==> config.mk <==
export PLATFORM = sky130hd
export DESIGN_NAME = modulo_disp
export DESIGN_NICKNAME = d
export VERILOG_FILES = /design/src/rtl/modulo_disp.sv
export SDC_FILE = /design/constraint.sdc
export NUM_CORES = 1
export LEC_CHECK = 0
export CORE_AREA = 2 2 39 41
export DETAILED_ROUTE_END_ITERATION = 10
export DIE_AREA = 0 0 41 43
export GPL_TIMING_DRIVEN = 0
export PLACE_DENSITY_LB_ADDON = 0.25
export RECOVER_POWER = 50
export SYNTH_ARGS = -nofsm -noshare
export SYNTH_HDL_FRONTEND = slang
export SYNTH_SLANG_ARGS = --single-unit
==> constraint.sdc <==
create_clock -name clk -period 3.1 [get_ports clk]
set_clock_uncertainty 0.2 [all_clocks]
set_input_delay 0.31 -clock clk [delete_from_list [all_inputs] [get_ports clk]]
set_output_delay 0.31 -clock clk [all_outputs]
set_load 0.05 [all_outputs]
==> src/rtl/modulo_disp.sv <==
// Seven-segment note decoder: {tonality, note} -> registered glyph for a single digit.
// Major tonality shows uppercase-style glyphs, minor shows lowercase-style glyphs.
module modulo_disp #(
    parameter bit ACTIVE_LOW = 1'b0
) (
    input  logic       clk,
    input  logic       rst,
    input  logic       TOM_module,
    input  logic [2:0] NOTAS,
    output logic [6:0] SAIDA
);

    logic [6:0] w_glyph;
    logic [6:0] w_drive;
    logic [6:0] w_blank;
    logic [6:0] r_saida;

    // Glyphs are stored lit-high in {a,b,c,d,e,f,g} order; polarity is applied afterwards.
    always_comb begin
        w_glyph = 7'b0000000;
        case ({TOM_module, NOTAS})
            4'b0_000: w_glyph = 7'b0000000;
            4'b0_001: w_glyph = 7'b1001110;
            4'b0_010: w_glyph = 7'b0111101;
            4'b0_011: w_glyph = 7'b1001111;
            4'b0_100: w_glyph = 7'b1000111;
            4'b0_101: w_glyph = 7'b1011110;
            4'b0_110: w_glyph = 7'b1110111;
            4'b0_111: w_glyph = 7'b1111111;
            4'b1_000: w_glyph = 7'b0000000;
            4'b1_001: w_glyph = 7'b0001101;
            4'b1_010: w_glyph = 7'b0111101;
            4'b1_011: w_glyph = 7'b1101111;
            4'b1_100: w_glyph = 7'b1000111;
            4'b1_101: w_glyph = 7'b1111011;
            4'b1_110: w_glyph = 7'b1111101;
            4'b1_111: w_glyph = 7'b0011111;
            default:  w_glyph = 7'b0000000;
        endcase
    end

    assign w_drive = ACTIVE_LOW ? ~w_glyph : w_glyph;
    assign w_blank = ACTIVE_LOW ? 7'b1111111 : 7'b0000000;

    always_ff @(posedge clk) begin
        if (rst) begin
            r_saida <= w_blank;
        end else begin
            r_saida <= w_drive;
        end
    end

    assign SAIDA = r_saida;

endmodule

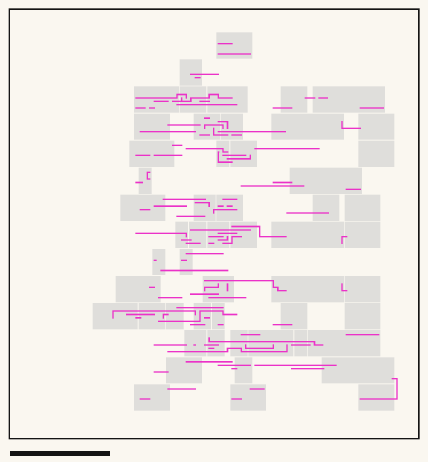
Run 1: metal 1
Bar = 10 um. Cells faint in the background.
wire length on this layer: 287 um
nets with wire on the layer: 52
main direction: horizontal
longest straight run: 10.6 um
share of all routed wire: 44%
GR Util met1: 0.124
total number of vias: 322
DRT Wirelength: 650 um

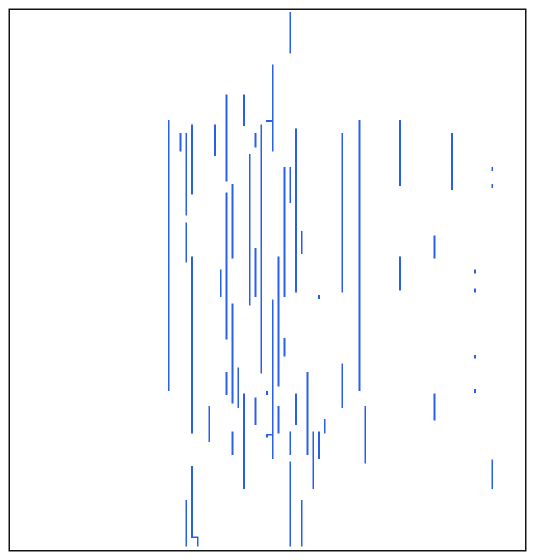
Run 1: M2 wires
share of all routed wire: 48%
nets with wire on the layer: 44
GR Layer Usage met2: 0.128

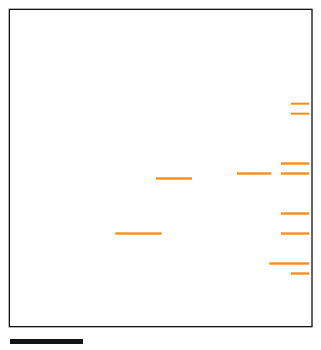
Run 1: met3 routing
Bar = 10 um.
share of all routed wire: 6.3%
longest straight run: 6.00 um
main direction: horizontal
wire length on this layer: 41.0 um
nets with wire on the layer: 10
met3 Usage GRT: 0

[run 1: power breakdown]
part           switching, W  internal, W  total [W]
clock network     0.0000282    0.0000488  0.0000770
logic             0.0000428    0.0000258  0.0000686
registers        0.00000143    0.0000971  0.0000986
[run 1: worst paths after layout]
check / cells after the start / endpoint / slack, ps / from
min: 2 / SAIDA[6] / 180 / TOM_module
max: 1 / SAIDA[4] / 1260 / SAIDA[4]
[run 1: cell type report]
class	count	area, sq um	area share
buffer	2	16.3	0.0307
timing repair buffer	11	110	0.208
sequential	7	140	0.264
multi-input combinational	27	206	0.389
tap	16	20.0	0.0377
inverter	3	11.3	0.0212
clock buffer	4	26.3	0.0495
[run 1: per-layer routing]
| metal | up-vias | global-route usage | routed length, um |
|---|---|---|---|
| met1 | 140 | 0.124 | 286 |
| met3 | 2 | 0 | 40 |
| met2 | 12 | 0.128 | 310 |
| met4 | 0 | 0.100 | 12 |
| met5 | - | 0 | 0 |
| li1 | 168 | - | - |
[run 1: stage by stage]
| stage | util | total power, W | instances |
|---|---|---|---|
| after detailed placement | 0.364 | 0.000170 | 66 |
| after global placement | 0.364 | 0.000169 | 66 |
| after CTS | 0.383 | 0.000250 | 70 |
| after global routing | 0.383 | 0.000264 | 70 |
| after floorplan | - | 0.000145 | 39 |
| final | 0.383 | 0.000244 | 70 |
[run 1: kinds of logic after synthesis]
logic type,Yosys count
AND-OR/OR-AND,12
adder cells (fa/ha/maj),5
buffers and inverters,5
flip-flops,7
multiplexers,1
AND/OR/NAND/NOR,9
[run 1: synthesized netlist by cell type, types with 2 or more instances]
cell type	count	area share
dfxtp_1	7	0.37
a211oi_1	4	0.080
nand2b_1	2	0.033
nor2_1	2	0.020
inv_1	2	0.020
ha_1	5	0.17
a21oi_1	3	0.040
==> flow_summary.toml, run 1 <==
# synthesis and place-and-route metrics
[worst_setup_path]
crit_buf_inv = 1
critPathSlowestCell = "clkdlybuf4s50_1"
cpPeakStageDelay_ps = 790
crit_type = "register to output pin"
crit_arrival_ps = 1330
start_kind = "register"
path_max_fanout = 1
path_cells = "clkdlybuf4s50_1"
cp_top_family = "buffers and inverters"
required_ps = 2590
end_kind = "output pin"

[logic_synthesis]
adder_share = 0.167
synth_async_sr_flop_share = 0
xor_share = 0
top_logic_kind = "AND-OR/OR-AND gates"
ys_types = 21
mux_share = 0.0268
yosysWarningCount = 0
syn_inst = 39
synthFlopType = "dfxtp_1"
fp_nets = 50
seq_area_frac_synth = 0.375
synth-edff-count = 0
ys_sh_simple = 0.130
ys_ff = 7
yosys-stat-cells = 39
syn_area_sq_um = 374

[grt]
grt_pass1_wl_um = 1130
grt_pass1_vias = 272
grt_usage = 0.0951
grt_remaining_overflow = 0
antenna_found_initial = 0
grt_max_degree = 11

[clocking]
path_clk_slew_ps = 50
holdBufCountCts = 0
cts_buffers = 3
ctsHtreeMaxLevel = 1
cts_resized = 0
cts_setup_buffers = 0

[sta]
max_slew_margin = 0.674
tns_ps = 0
fmax_mhz = 544
slew_viol_final = 0
setup_viol = 0
worst_pin_slew_ps = 488
fin_crit_ps = 1840
hold_viol = 0
layout_setup_ws_ps = 1260

[detailed_routing]
dr.pass1.iters = 4
ant_nets = 0
drcViolationCount = 0
avgViaCountPerCell = 4.60
drt_iter0_markers = 7

[place]
post-dp-hpwl_um = 518
portBuffers = 11
place_congestion = 0.703
place_area_sq_um = 504
pre_cts_ws_ps = 1060

[finish]
fin_nets = 66
largest_register_ffs = 7
n_fill_cell = 149
drive_gt1_frac = 0.130
final_cell_mix = "9 x clkdlybuf4s50_1, 7 x dfxtp_1, 5 x ha_1, 4 x a211oi_1"
area_growth_syn_to_layout_pct = 41.8
finish.instance_area_sq_um = 531
layout_top_cell = "clkdlybuf4s50_1"
diodes = 0

[power]
power_density_mw_per_mm2 = 460
p_leak_nw = 0.229
irDropWorstVdd_v = 0.0000997

[floorplanning]
io_pins = 13
fp.dieW_um = 41
chipHeight_um = 43

[worst_hold_path]
hp-class = "primary input to register"

[job]
tool_warnings = 30
cap_violations = 0

[outcome]
outcome = "finished, final reports clean"
Run 1, sizing map:
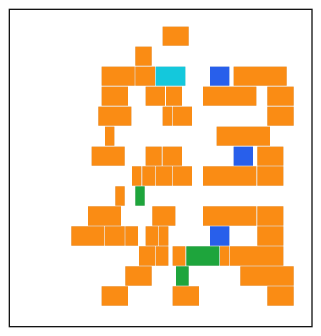

==> inputs of run 2 (changes only) <==
==> constraint.sdc (replaced) <==
create_clock -name clk -period 1.7 [get_ports clk]
set_clock_uncertainty 0.2 [all_clocks]
set_input_delay 0.17 -clock clk [delete_from_list [all_inputs] [get_ports clk]]
set_output_delay 0.17 -clock clk [all_outputs]
set_load 0.05 [all_outputs]
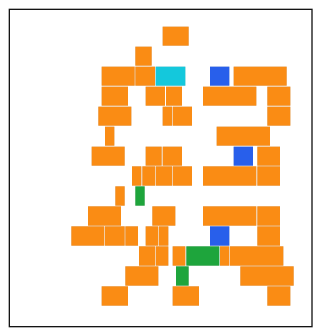
Run 2: sizing map
| colour | size | cells | share |
|---|---|---|---|
| cyan | drive 6 and up | 1 | 1.9% |
| blue | drive 3 to 4 | 3 | 5.6% |
| green | drive 2 | 3 | 5.6% |
| orange | drive 1 or less | 47 | 87% |
Non-Clock Buffer Count: 13
Area Overhead vs Synth: 40.1%

==> run 2 against run 1 <==
  * Cell area is 1.2% lower
  * Count of clock-buffer cells in the layout stayed put
  * Routed wire length is 0.77% higher
  * Power is 79% higher
==> flow_summary.toml, run 2 <==
# synthesis and place-and-route metrics
[outcome]
outcome = "finished, final reports clean"

[sta]
max_slew_margin = 0.679
fmax_mhz = 649
setup_viol = 0
slew_viol_final = 0
tns_ps = 0
worst_pin_slew_ps = 483
fin_crit_ps = 1540
rsz0062_at_grt = "no"
hold_viol = 0

[finish]
n_fill_cell = 147
largest_register_ffs = 7
regArea_sq_um = 140
fin_cells = 70
finish.instance_area_sq_um = 524
layout.area.comb_sq_um = 206
final_cell_mix = "7 x dfxtp_1, 7 x dlygate4sd2_1, 5 x ha_1, 4 x a211oi_1"
fin_nets = 66
diodes = 0
drive_gt1_frac = 0.130

[detailed_routing]
avgViaCountPerCell = 4.56
routed_wl_um = 655
drcViolationCount = 0
via_count = 319
drt_iter0_markers = 7
dr.pass1.iters = 4
ant_nets = 0

[logic_synthesis]
syn_inst = 39
yosys-top-cells-area = "dfxtp_1 37%, ha_1 17%, a211oi_1 8.0%"
fp_nets = 50
synth-edff-count = 0
ys_ff = 7
yosysWarningCount = 0
top_area_cell = "dfxtp_1"
ys_types = 21
syn_area_sq_um = 374
synthFlopType = "dfxtp_1"
yosys-stat-cells = 39
synth.most_common_cell = "dfxtp_1"
netlist_top_cells_count = "7 x dfxtp_1, 5 x ha_1, 4 x a211oi_1"
synth_async_sr_flop_share = 0
seq_area_frac_synth = 0.375
yosys_area_sq_um = 374

[power]
p_clk_frac = 0.321
p_int_w = 0.000305
power_density_mw_per_mm2 = 833
power.switching_w = 0.000132
irDropWorstVdd_v = 0.000178
power_w = 0.000437
pwr-share-seq = 0.410
p_sw_frac = 0.302
p_leak_nw = 0.256
comb_power_share = 0.268

[place]
place_area_sq_um = 504
post-dp-hpwl_um = 518
portBuffers = 11
place_congestion = 0.703
post-place-cells = 66

[worst_setup_path]
crit_arrival_ps = 1490
crit_buf_inv = 2
cpPeakStageDelay_ps = 630
path_max_fanout = 9
end_kind = "register"
path_cells = "clkdlybuf4s50_1 > inv_1 > ha_1 > mux2i_1 > a211oi_1"
start_kind = "primary input"
cp_top_family = "buffers and inverters"
required_ps = 1650
critPathSlowestCell = "clkdlybuf4s50_1"

[floorplanning]
io_pins = 13
rows = 14
chipHeight_um = 43
fp.dieW_um = 41
initial_core_util = 0.270

[grt]
grt_usage = 0.0951
grt_pass1_vias = 272
grt_remaining_overflow = 0
antenna_found_initial = 0
grt_pass1_wl_um = 1130
grt_max_degree = 11

[job]
tool_warnings = 30
cap_violations = 0

[clocking]
cts_buffers = 3
clockRootBuffer = "clkbuf_4"
ctsHtreeMaxLevel = 1
cts.sinks = 7
holdBufCountCts = 0

[worst_hold_path]
hp-class = "primary input to register"
-- run 2: cell counts after synthesis --
Identical to the previous run, type by type.
-- run 2: power groups by stage --
stage	clock network, W	registers (W)	logic (W)
floorplan	0	0.000228	0.0000358
global route	0.000165	0.000180	0.000129
detailed placement	0	0.000183	0.000127
CTS	0.000149	0.000179	0.000119
finish	0.000140	0.000179	0.000117
global placement	0	0.000183	0.000126
-- run 2: repair_timing --
item | 4_1_cts | 5_1_grt
setup buffers | 0 | 0
gates resized | 7 | 1
endpoints found under the setup margin | 7 | 1
-- run 2: routing by layer --
| metal | wire length, um | vias up | share of wire | track usage |
|---|---|---|---|---|
| met4 | 12 | 0 | 0.018 | 0.100 |
| met1 | 288 | 137 | 0.44 | 0.124 |
| li1 | - | 168 | - | - |
| met3 | 44 | 2 | 0.067 | 0 |
| met2 | 311 | 12 | 0.47 | 0.128 |
| met5 | 0 | - | 0 | 0 |
-- run 2: worst paths after layout --
| kind | startpoint | slack, ps | to | cells past startpoint |
|---|---|---|---|---|
| max | NOTAS[1] | 160 | SAIDA[5] | 5 |
| min | TOM_module | 40 | SAIDA[6] | 2 |
-- run 2: layout make-up --
class,count,share of cell area
Buffer,2,0.0310
Clock buffer,4,0.0501
Inverter,3,0.0215
Multi-Input combinational cell,27,0.394
Sequential cell,7,0.267
Tap cell,16,0.0382
Timing Repair Buffer,11,0.198
-- run 2: metrics by stage --
stage          hold slack (ps)  worst slack [ps]   util
3_5_place_dp               284              -198  0.364
3_3_place_gp               288              -181  0.364
5_1_grt                   45.8              46.0  0.379
4_1_cts                   30.2              60.3  0.377
6_report                  37.7               159  0.379
2_1_floorplan             34.6               615      -
-- run 2: kinds of logic (layout without fill, tap and decap cells) --
group / after synthesis / after routing / share of synthesized area
buf+inv: 5 / 20 / 0.0736
mux: 1 / 1 / 0.0268
simple gates: 9 / 9 / 0.130
flops: 7 / 7 / 0.375
fa+ha+maj: 5 / 5 / 0.167
compound gates: 12 / 12 / 0.227
==> inputs of run 3 (changes only) <==
--- a/config.mk
+++ b/config.mk
@@ -6,6 +6,7 @@
 export NUM_CORES = 1
 export LEC_CHECK = 0
 export CORE_AREA = 2 2 39 41
+export CTS_CLUSTER_DIAMETER = 40
 export DETAILED_ROUTE_END_ITERATION = 10
 export DIE_AREA = 0 0 41 43
 export GPL_TIMING_DRIVEN = 0
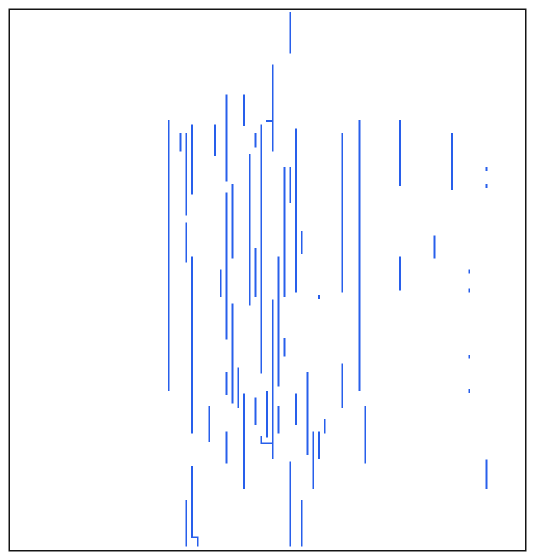
Run 3: M2 wires
main direction: vertical
share of all routed wire: 47%
DRT Wirelength: 655 um
total number of vias: 319

==> run 3 against run 2 <==
  * Power unchanged
  * Cell count stayed put
  * Count of clock-buffer cells in the layout is the same
  * Critical endpoint unchanged
  * Largest power group unchanged
  * Highest routed layer unchanged
==> flow_summary.toml, run 3 <==
# synthesis and place-and-route metrics
[outcome]
outcome = "finished, final reports clean"

[sta]
fin_crit_ps = 1540
fin_crit_sh = 0.906
hold_viol = 0
timing.hold.ws_ps = 37.7
tns_ps = 0
rsz0062_at_grt = "no"
setup_viol = 0
max_slew_margin = 0.679
fmax_mhz = 649
worst_pin_slew_ps = 483
slew_viol_final = 0

[logic_synthesis]
yosys_area_sq_um = 374
synth_async_sr_flop_share = 0
fp_nets = 50
yosys-stat-cells = 39
synth-edff-count = 0
syn_inst = 39
ys_types = 21
yosysWarningCount = 0
netlist_top_cells_count = "7 x dfxtp_1, 5 x ha_1, 4 x a211oi_1"
yosys-top-cells-area = "dfxtp_1 37%, ha_1 17%, a211oi_1 8.0%"
ys_ff = 7
xor_share = 0
synth-compound-area-share = 0.227
syn_area_sq_um = 374
postSynthAreaPerCell_sq_um = 9.59
top_area_frac = 0.375
seq_area_frac_synth = 0.375
mux_share = 0.0268
synth.most_common_cell = "dfxtp_1"
synthFlopType = "dfxtp_1"
top_logic_kind = "AND-OR/OR-AND gates"
ys_sh_simple = 0.130
top_area_cell = "dfxtp_1"
adder_share = 0.167

[job]
tool_warnings = 30
cap_violations = 0

[place]
portBuffers = 11
post-dp-hpwl_um = 518
place_area_sq_um = 504
place_congestion = 0.703

[worst_hold_path]
holdPathStages = 2
hold_end = "SAIDA[6]"
min_from = "TOM_module"
hp-class = "primary input to register"

[grt]
antenna_found_initial = 0
grt_remaining_overflow = 0
grt_pass1_vias = 272
grt_pass1_wl_um = 1130
grt_usage = 0.0951
grt_max_degree = 11

[finish]
n_fill_cell = 147
drive_gt1_frac = 0.130
area_growth_syn_to_layout_pct = 40.1
final_cell_mix = "7 x dfxtp_1, 7 x dlygate4sd2_1, 5 x ha_1, 4 x a211oi_1"
finish.instance_area_sq_um = 524
diodes = 0
utilization = 0.379
fin_nets = 66
largest_register_ffs = 7

[detailed_routing]
dr.pass1.iters = 4
drt_iter0_markers = 7
avgViaCountPerCell = 4.56
drcViolationCount = 0
avgRoutedWirePerCell_um = 9.36
ant_nets = 0

[power]
irDropWorstVdd_v = 0.000178
p_leak_nw = 0.256
power_density_mw_per_mm2 = 833

[worst_setup_path]
required_ps = 1650
path_max_fanout = 9
crit_type = "primary input to register"
start_kind = "primary input"
crit_arrival_ps = 1490
end_kind = "register"

[clocking]
cts.sinks = 7
cts_buffers = 3
tritoncts = "yes"
clk_path_buf_depth = 2
ctsHtreeMaxLevel = 1
clockRootBuffer = "clkbuf_4"
path_clk_slew_ps = 50
cts_setup_buffers = 0

[floorplanning]
fp.dieW_um = 41
initial_core_util = 0.270
chipHeight_um = 43
io_pins = 13
core_sq_mm = 0.00138
dieArea_sq_mm = 0.00176
rows = 14
## run 3: per-stage QoR
stage,cells,setup WS [ps],power (W)
floorplan,39,615,0.000264
global placement,66,-181,0.000309
CTS,70,60.3,0.000447
detailed placement,66,-198,0.000310
finish,70,159,0.000437
global route,70,46.0,0.000474
## run 3: area by class of cell
type / instances / area [sq um] / area share
inverters: 3 / 11.3 / 0.0215
plain buffers: 2 / 16.3 / 0.0310
multi-input cells: 27 / 206 / 0.394
repair buffers: 11 / 104 / 0.198
flip-flops and latches: 7 / 140 / 0.267
clock buffers: 4 / 26.3 / 0.0501
well taps: 16 / 20.0 / 0.0382
## run 3: kinds of logic after synthesis
| kind of cell | after synthesis |
|---|---|
| AOI/OAI and AO/OA | 12 |
| and+or+nand+nor | 9 |
| DFF | 7 |
| buffers and inverters | 5 |
| adders and majority gates | 5 |
| muxes | 1 |
## run 3: worst max-delay path by stage
stage          cells past startpoint        to  slack, ps     start
6_report                           5  SAIDA[5]        160  NOTAS[1]
3_5_place_dp                       6  SAIDA[5]       -200  NOTAS[0]
3_3_place_gp                       6  SAIDA[5]       -180  NOTAS[0]
2_1_floorplan                      5  SAIDA[5]        610  NOTAS[0]
4_1_cts                            6  SAIDA[5]         60  NOTAS[0]
5_1_grt                            5  SAIDA[5]         50  NOTAS[1]
## run 3: routing by layer
layer / wire length, um / part of all wire / up-vias / track usage
li1: - / - / 168 / -
met4: 12 / 0.018 / 0 / 0.100
met2: 311 / 0.47 / 12 / 0.128
met5: 0 / 0 / - / 0
met3: 44 / 0.067 / 2 / 0
met1: 288 / 0.44 / 137 / 0.124
## run 3: where the power goes
part | total [W] | switching [W] | leakage, nW | internal (W)
registers | 0.000179 | 0.00000212 | 0.0586 | 0.000177
logic | 0.000117 | 0.0000782 | 0.182 | 0.0000390
clock network | 0.000140 | 0.0000515 | 0.0150 | 0.0000889
## run 3: critical path, stage by stage
cell and delay, ps:
clkdlybuf4s50_1 630, inv_1 110, ha_1 280, mux2i_1 60, a211oi_1 230
## run 3: repair_timing
| item | in CTS | in global routing |
|---|---|---|
| gates resized | 7 | 1 |
| hold buffers | 0 | 0 |
| setup endpoints to repair | 7 | 1 |
Power and IR drop assume default switching activity.
